[src/rtl/dec_entry_to_bin_pkg.sv]
// Shared types and constants for the decimal-entry converter.
// Defaults give a 3-digit entry into a 10-bit binary value.
package dec_entry_to_bin_pkg;

  typedef enum logic [1:0] {
    ST_EMPTY = 2'd0,
    ST_ENTRY = 2'd1,
    ST_FULL  = 2'd2,
    ST_ERROR = 2'd3
  } state_e;

  localparam int          NDIG_DEF = 3;
  localparam int          W_DEF    = 10;
  localparam int          CW_DEF   = 2;
  localparam logic [3:0]  BCD_MAX  = 4'd9;

endpackage

[src/rtl/dec_entry_to_bin_if.sv]
// Switch/key inputs and result outputs of the decimal-entry converter.
// The master side drives the digit and buttons; the slave side is the converter.
interface dec_entry_to_bin_if
  import dec_entry_to_bin_pkg::*;
#(
  parameter int W  = W_DEF,
  parameter int CW = CW_DEF
);
  logic [3:0]    digit;
  logic          enter;
  logic          clear;
  logic [W-1:0]  value;
  logic [CW-1:0] count;
  logic          full;
  logic          err;
  logic          accepted;

  modport master (
    output digit, enter, clear,
    input  value, count, full, err, accepted
  );

  modport slave (
    input  digit, enter, clear,
    output value, count, full, err, accepted
  );
endinterface

[src/rtl/dec_entry_to_bin_sync_edge.sv]
// Two-flop synchronizer with an optional rising-edge pulse output.
// EDGE_OUT=1 gives a one-cycle pulse per rise; EDGE_OUT=0 gives the synced level.
module sync_edge #(
  parameter bit EDGE_OUT = 1'b1
) (
  input  logic clk,
  input  logic rst_n,
  input  logic din,
  output logic dout
);
  logic s1_q, s2_q, prev_q, vld_q, armed_q;
  logic s1_d, s2_d, prev_d, vld_d, armed_d;

  // armed_q only sets once a genuine low sample is seen after reset, so a
  // button already held through reset release never yields a pulse.
  always_comb begin
    s1_d    = din;
    s2_d    = s1_q;
    prev_d  = s2_q;
    vld_d   = 1'b1;
    armed_d = armed_q | (vld_q & ~s1_q);
    dout    = EDGE_OUT ? (s2_q & ~prev_q & armed_q) : s2_q;
  end

  always_ff @(posedge clk or negedge rst_n) begin
    if (!rst_n) begin
      s1_q    <= 1'b0;
      s2_q    <= 1'b0;
      prev_q  <= 1'b0;
      vld_q   <= 1'b0;
      armed_q <= 1'b0;
    end else begin
      s1_q    <= s1_d;
      s2_q    <= s2_d;
      prev_q  <= prev_d;
      vld_q   <= vld_d;
      armed_q <= armed_d;
    end
  end
endmodule

[src/rtl/dec_entry_to_bin.sv]
// Sequential decimal entry: each accepted key press folds one BCD digit
// into value (value*10 + digit), up to NDIG digits.
module dec_entry_to_bin
  import dec_entry_to_bin_pkg::*;
#(
  parameter int NDIG = NDIG_DEF,
  parameter int W    = W_DEF,
  parameter int CW   = CW_DEF
) (
  input  logic              Clock,
  input  logic              Resetn,
  dec_entry_to_bin_if.slave bus
);
  localparam logic [1:0] S_EMPTY = ST_EMPTY;
  localparam logic [1:0] S_ENTRY = ST_ENTRY;
  localparam logic [1:0] S_FULL  = ST_FULL;
  localparam logic [1:0] S_ERROR = ST_ERROR;

  logic          press, clr;
  logic [1:0]    state_q, state_d;
  logic [W-1:0]  value_q, value_d;
  logic [CW-1:0] count_q, count_d;
  logic          accepted_q, accepted_d;
  logic [W+3:0]  value_ext, value_x10;
  logic [CW-1:0] count_inc;

  sync_edge #(.EDGE_OUT(1'b1)) u_enter_sync (
    .clk   (Clock),
    .rst_n (Resetn),
    .din   (bus.enter),
    .dout  (press)
  );

  sync_edge #(.EDGE_OUT(1'b0)) u_clear_sync (
    .clk   (Clock),
    .rst_n (Resetn),
    .din   (bus.clear),
    .dout  (clr)
  );

  // value*10 as shift-and-add, with 4 bits of headroom before truncation
  assign value_ext = {4'b0000, value_q};
  assign value_x10 = (value_ext << 3) + (value_ext << 1) + (W+4)'(bus.digit);
  assign count_inc = count_q + CW'(1);

  always_comb begin
    state_d    = state_q;
    value_d    = value_q;
    count_d    = count_q;
    accepted_d = 1'b0;
    if (clr) begin
      state_d = S_EMPTY;
      value_d = '0;
      count_d = '0;
    end else if (press && (state_q == S_EMPTY || state_q == S_ENTRY)) begin
      if (bus.digit <= BCD_MAX) begin
        value_d    = value_x10[W-1:0];
        count_d    = count_inc;
        accepted_d = 1'b1;
        state_d    = (count_inc == CW'(NDIG)) ? S_FULL : S_ENTRY;
      end else begin
        state_d = S_ERROR;
      end
    end
  end

  always_ff @(posedge Clock or negedge Resetn) begin
    if (!Resetn) begin
      state_q    <= S_EMPTY;
      value_q    <= '0;
      count_q    <= '0;
      accepted_q <= 1'b0;
    end else begin
      state_q    <= state_d;
      value_q    <= value_d;
      count_q    <= count_d;
      accepted_q <= accepted_d;
    end
  end

  assign bus.value    = value_q;
  assign bus.count    = count_q;
  assign bus.full     = (state_q == S_FULL);
  assign bus.err      = (state_q == S_ERROR);
  assign bus.accepted = accepted_q;
endmodule

[src/flat_wrapper.sv]
// flat-port wrapper written by rule: the top's interface ports become plain ports
module dec_entry_to_bin_flat import dec_entry_to_bin_pkg::*;
#(
  parameter int NDIG = NDIG_DEF,
  parameter int W    = W_DEF,
  parameter int CW   = CW_DEF
)
  (Clock, Resetn, bus_digit, bus_enter, bus_clear, bus_value, bus_count, bus_full, bus_err, bus_accepted);
  dec_entry_to_bin_if #(.W(W), .CW(CW)) bus_i ();
  input  logic Clock;
  input  logic Resetn;
  input wire logic [$bits(bus_i.digit)-1:0] bus_digit;
  input wire logic [$bits(bus_i.enter)-1:0] bus_enter;
  input wire logic [$bits(bus_i.clear)-1:0] bus_clear;
  output wire logic [$bits(bus_i.value)-1:0] bus_value;
  output wire logic [$bits(bus_i.count)-1:0] bus_count;
  output wire logic [$bits(bus_i.full)-1:0] bus_full;
  output wire logic [$bits(bus_i.err)-1:0] bus_err;
  output wire logic [$bits(bus_i.accepted)-1:0] bus_accepted;
  assign bus_i.digit = bus_digit;
  assign bus_i.enter = bus_enter;
  assign bus_i.clear = bus_clear;
  assign bus_value = bus_i.value;
  assign bus_count = bus_i.count;
  assign bus_full = bus_i.full;
  assign bus_err = bus_i.err;
  assign bus_accepted = bus_i.accepted;
  dec_entry_to_bin #(.NDIG(NDIG), .W(W), .CW(CW)) u_core (.Clock(Clock), .Resetn(Resetn), .bus(bus_i));
endmodule
[config.mk]
export PLATFORM = sky130hd
export DESIGN_NAME = dec_entry_to_bin_flat
export DESIGN_NICKNAME = d
export VERILOG_FILES = /design/src/rtl/dec_entry_to_bin_pkg.sv /design/src/rtl/dec_entry_to_bin_if.sv /design/src/rtl/dec_entry_to_bin_sync_edge.sv /design/src/rtl/dec_entry_to_bin.sv /design/src/flat_wrapper.sv
export SDC_FILE = /design/constraint.sdc
export NUM_CORES = 1
export LEC_CHECK = 0
export ABC_AREA = 1
export CAP_MARGIN = 20
export CORE_UTILIZATION = 47
export DETAILED_ROUTE_END_ITERATION = 8
export PLACE_DENSITY = 0.75
export SLEW_MARGIN = 20
export SYNTH_ARGS = -nofsm -noshare
export SYNTH_HDL_FRONTEND = slang
export SYNTH_SLANG_ARGS = --single-unit
[constraint.sdc]
create_clock -name Clock -period 1.9 [get_ports Clock]
set_input_delay 0.57 -clock Clock [delete_from_list [all_inputs] [get_ports Clock]]
set_output_delay 0.57 -clock Clock [all_outputs]
set_load 0.01 [all_outputs]
final_clocks.png
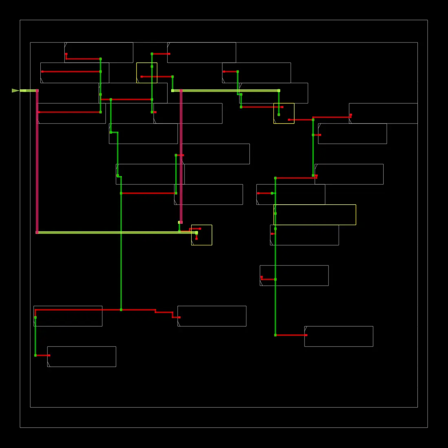
clock-net power: 0.000361 W
setup skew after layout: 15.45 ps

gate_families.png
Scale: 4 px per um.
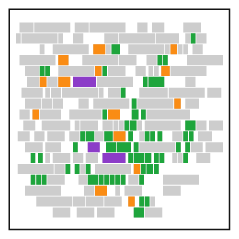
legend:
  XOR/XNOR gates:
    colour: purple
    cells: 3
  inverting AOI/OAI gates:
    colour: orange
    cells: 14
  NAND gates:
    colour: green
    cells: 59

clock_map.png
Scale: 8 px per um.
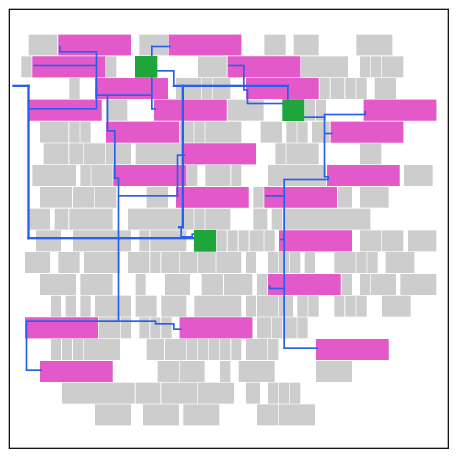
legend:
  clock wires:
    colour: blue
    length: 274 um
  cells driving clock nets:
    colour: green
    count: 3
  flip-flops:
    colour: magenta
    count: 22
routed clock nets: 4

metal_stack.png
Scale: 4 px per um.
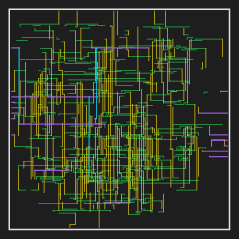
legend:
  met4:
    colour: cyan
    wire_length: 72.8 um
  met2:
    colour: yellow
    wire_length: 1460 um
  met3:
    colour: purple
    wire_length: 111 um
  met1:
    colour: green
    wire_length: 1200 um

==> qor.yml <==
min-delay-start: "u_core.u_clear_sync.s1_q"
top_cells_by_area: "sky130_fd_sc_hd__dfrtp_1 (42%), sky130_fd_sc_hd__ha_1 (14%), sky130_fd_sc_hd__nand2_1 (14%)"
final_min_period_over_clock_period_pct: 105.4
groute.usage.overall_pct: 22.98
global_route_met2_usage_pct: 38.76
finalSetupViolCount: 3
most_frequent_logic_cell_in_the_layout: "sky130_fd_sc_hd__nand2_1"
cts_hold_buffers: 0
top_layer_used: "met4"
enable_flop_cells: 0
synth.avg_cell_area_sq_um: 9.000
cts-htree-levels: 1
p_seq_w: 0.000498
busiest_layer: "met2"
common_cells: "sky130_fd_sc_hd__nand2_1 (47), sky130_fd_sc_hd__dfrtp_1 (22), sky130_fd_sc_hd__inv_1 (18)"
tritoncts: "yes"
top_area_cell_type_share_of_the_netlist_area_pct: 42.19
crit_start_category: "register"
cts_made_buffers: 3
fin_crit_ps: 2003
total_switching_power_w: 0.0002532
finish.utilization_pct: 71.19
drtIter0Drc: 13
irDropWorstVdd_uv: 673.0
synth_seq_share_pct: 42.19
die-area_sq_mm: 0.002992
antenna-diode-count: 0
synth.yosys.chip_area_sq_mm: 0.001305
run_status: "complete, but fails checks"
syn_nets: 170
route.vias.total: 1087
drt-wirelength-per-cell_um: 13.00
whs_ps: 382.4
warning_count: 29
drv.max_cap_violation_count: 0
clock.latency.late_pin_ps: 320
post_detail_place_hpwl_um: 2086
power_density_mw_per_mm2: 574.0
critical_path_class: "register to register"
syn_to_final_growth_pct: 38.83
drt-vias-per-instance: 4.963
grt_setup_unrepaired: "true"
port-buffer-count: 22
power.switching_fraction_pct: 24.35
synthArstFlopShare_pct: 100.0
finalWirelength_um: 2847
layout.cells.most_common_list: "sky130_fd_sc_hd__nand2_1 (45), sky130_fd_sc_hd__dfrtp_1 (22), sky130_fd_sc_hd__buf_4 (19), sky130_fd_sc_hd__inv_1 (14), sky130_fd_sc_hd__ha_1 (12)"
arrival_ps: 2220
combPwrFrac_pct: 17.4
whs_path_depth: 0
post-cts-setup-buffers: 6
p_int_w: 0.0007866
route.layer.met1.wl_um: 1198
clk_pin_slew_ps: 130
groute.layer.met1.usage_pct: 26.08
cts.sinks: 22
post_synthesis_cell_count: 145
dr.pass1.iters: 4
layout.nets: 215
setup.worst_path.end_class: "register"
timing.critical_path.from: "u_core.bus.value[2]"
floorplanUtilization_pct: 51.28
clock_power_share_pct: 34.7
grt_pass1_vias: 1117
hp-class: "register to register"
static-leakage-power_nw: 1.074
ff_type: "sky130_fd_sc_hd__dfrtp_1"
synth.yosys.warnings: 0
p_total_w: 0.001040
violations_in_the_final_reports: "negative setup slack"
standard_cell_row_count: 18
post_synth_instance_area_sq_mm: 0.001305
post_route_worst_setup_slack_ps: -103.0
num-fill-cells: 192
remaining_drcs: 0
met2_routed_wl_um: 1464
max_freq_mhz: 499.3
yosys.cell_count.top_type: "sky130_fd_sc_hd__nand2_1"
rr_endpoint: "u_core.bus.value[8]"
## final cells by class
| cell class | count | area (sq um) | share of cell area, % |
|---|---|---|---|
| clock inverters | 1 | 30.03 | 1.657 |
| clock buffers | 3 | 22.52 | 1.243 |
| multi-input cells | 103 | 724.4 | 39.99 |
| flip-flops and latches | 22 | 550.5 | 30.39 |
| well taps | 30 | 37.54 | 2.072 |
| repair buffers | 40 | 359.1 | 19.82 |
| inverters | 20 | 87.58 | 4.834 |
## cells by family after synthesis
logic type               count (synthesis)  synth area share, %
other                                    1               0.2874
XOR/XNOR                                 3                2.014
adder cells (fa/ha/maj)                 17                17.45
AND/OR/NAND/NOR                         68                24.83
flip-flops                              22                42.19
AND-OR/OR-AND                           14                7.095
buffers and inverters                   20                6.136
## critical path: stages, from the launching register on
cell and delay [ps]:
sky130_fd_sc_hd__dfrtp_1 440, sky130_fd_sc_hd__inv_2 60, sky130_fd_sc_hd__fa_1 510, sky130_fd_sc_hd__inv_2 40, sky130_fd_sc_hd__fa_2 330, sky130_fd_sc_hd__nand2_1 70, sky130_fd_sc_hd__nand2_1 60, sky130_fd_sc_hd__nand3b_1 130
sky130_fd_sc_hd__nand3b_1 100, sky130_fd_sc_hd__nand3_1 80, sky130_fd_sc_hd__nand2_1 50
## registers in the layout, summed over array words and instances, names as in the netlist
name	cells
u_core.u_enter_sync.vld_q	1
u_core.u_enter_sync.prev_q	1
u_core.bus.count	2
u_core.u_enter_sync.s1_q	1
u_core.u_enter_sync.prev_d	1
u_core.bus.value	10
u_core.bus.accepted	1
u_core.u_enter_sync.armed_q	1
u_core.state_q	2
u_core.u_clear_sync.s1_q	1
u_core.u_clear_sync.dout	1
Power figures rest on the tool's default switching activity, not on a simulated workload.
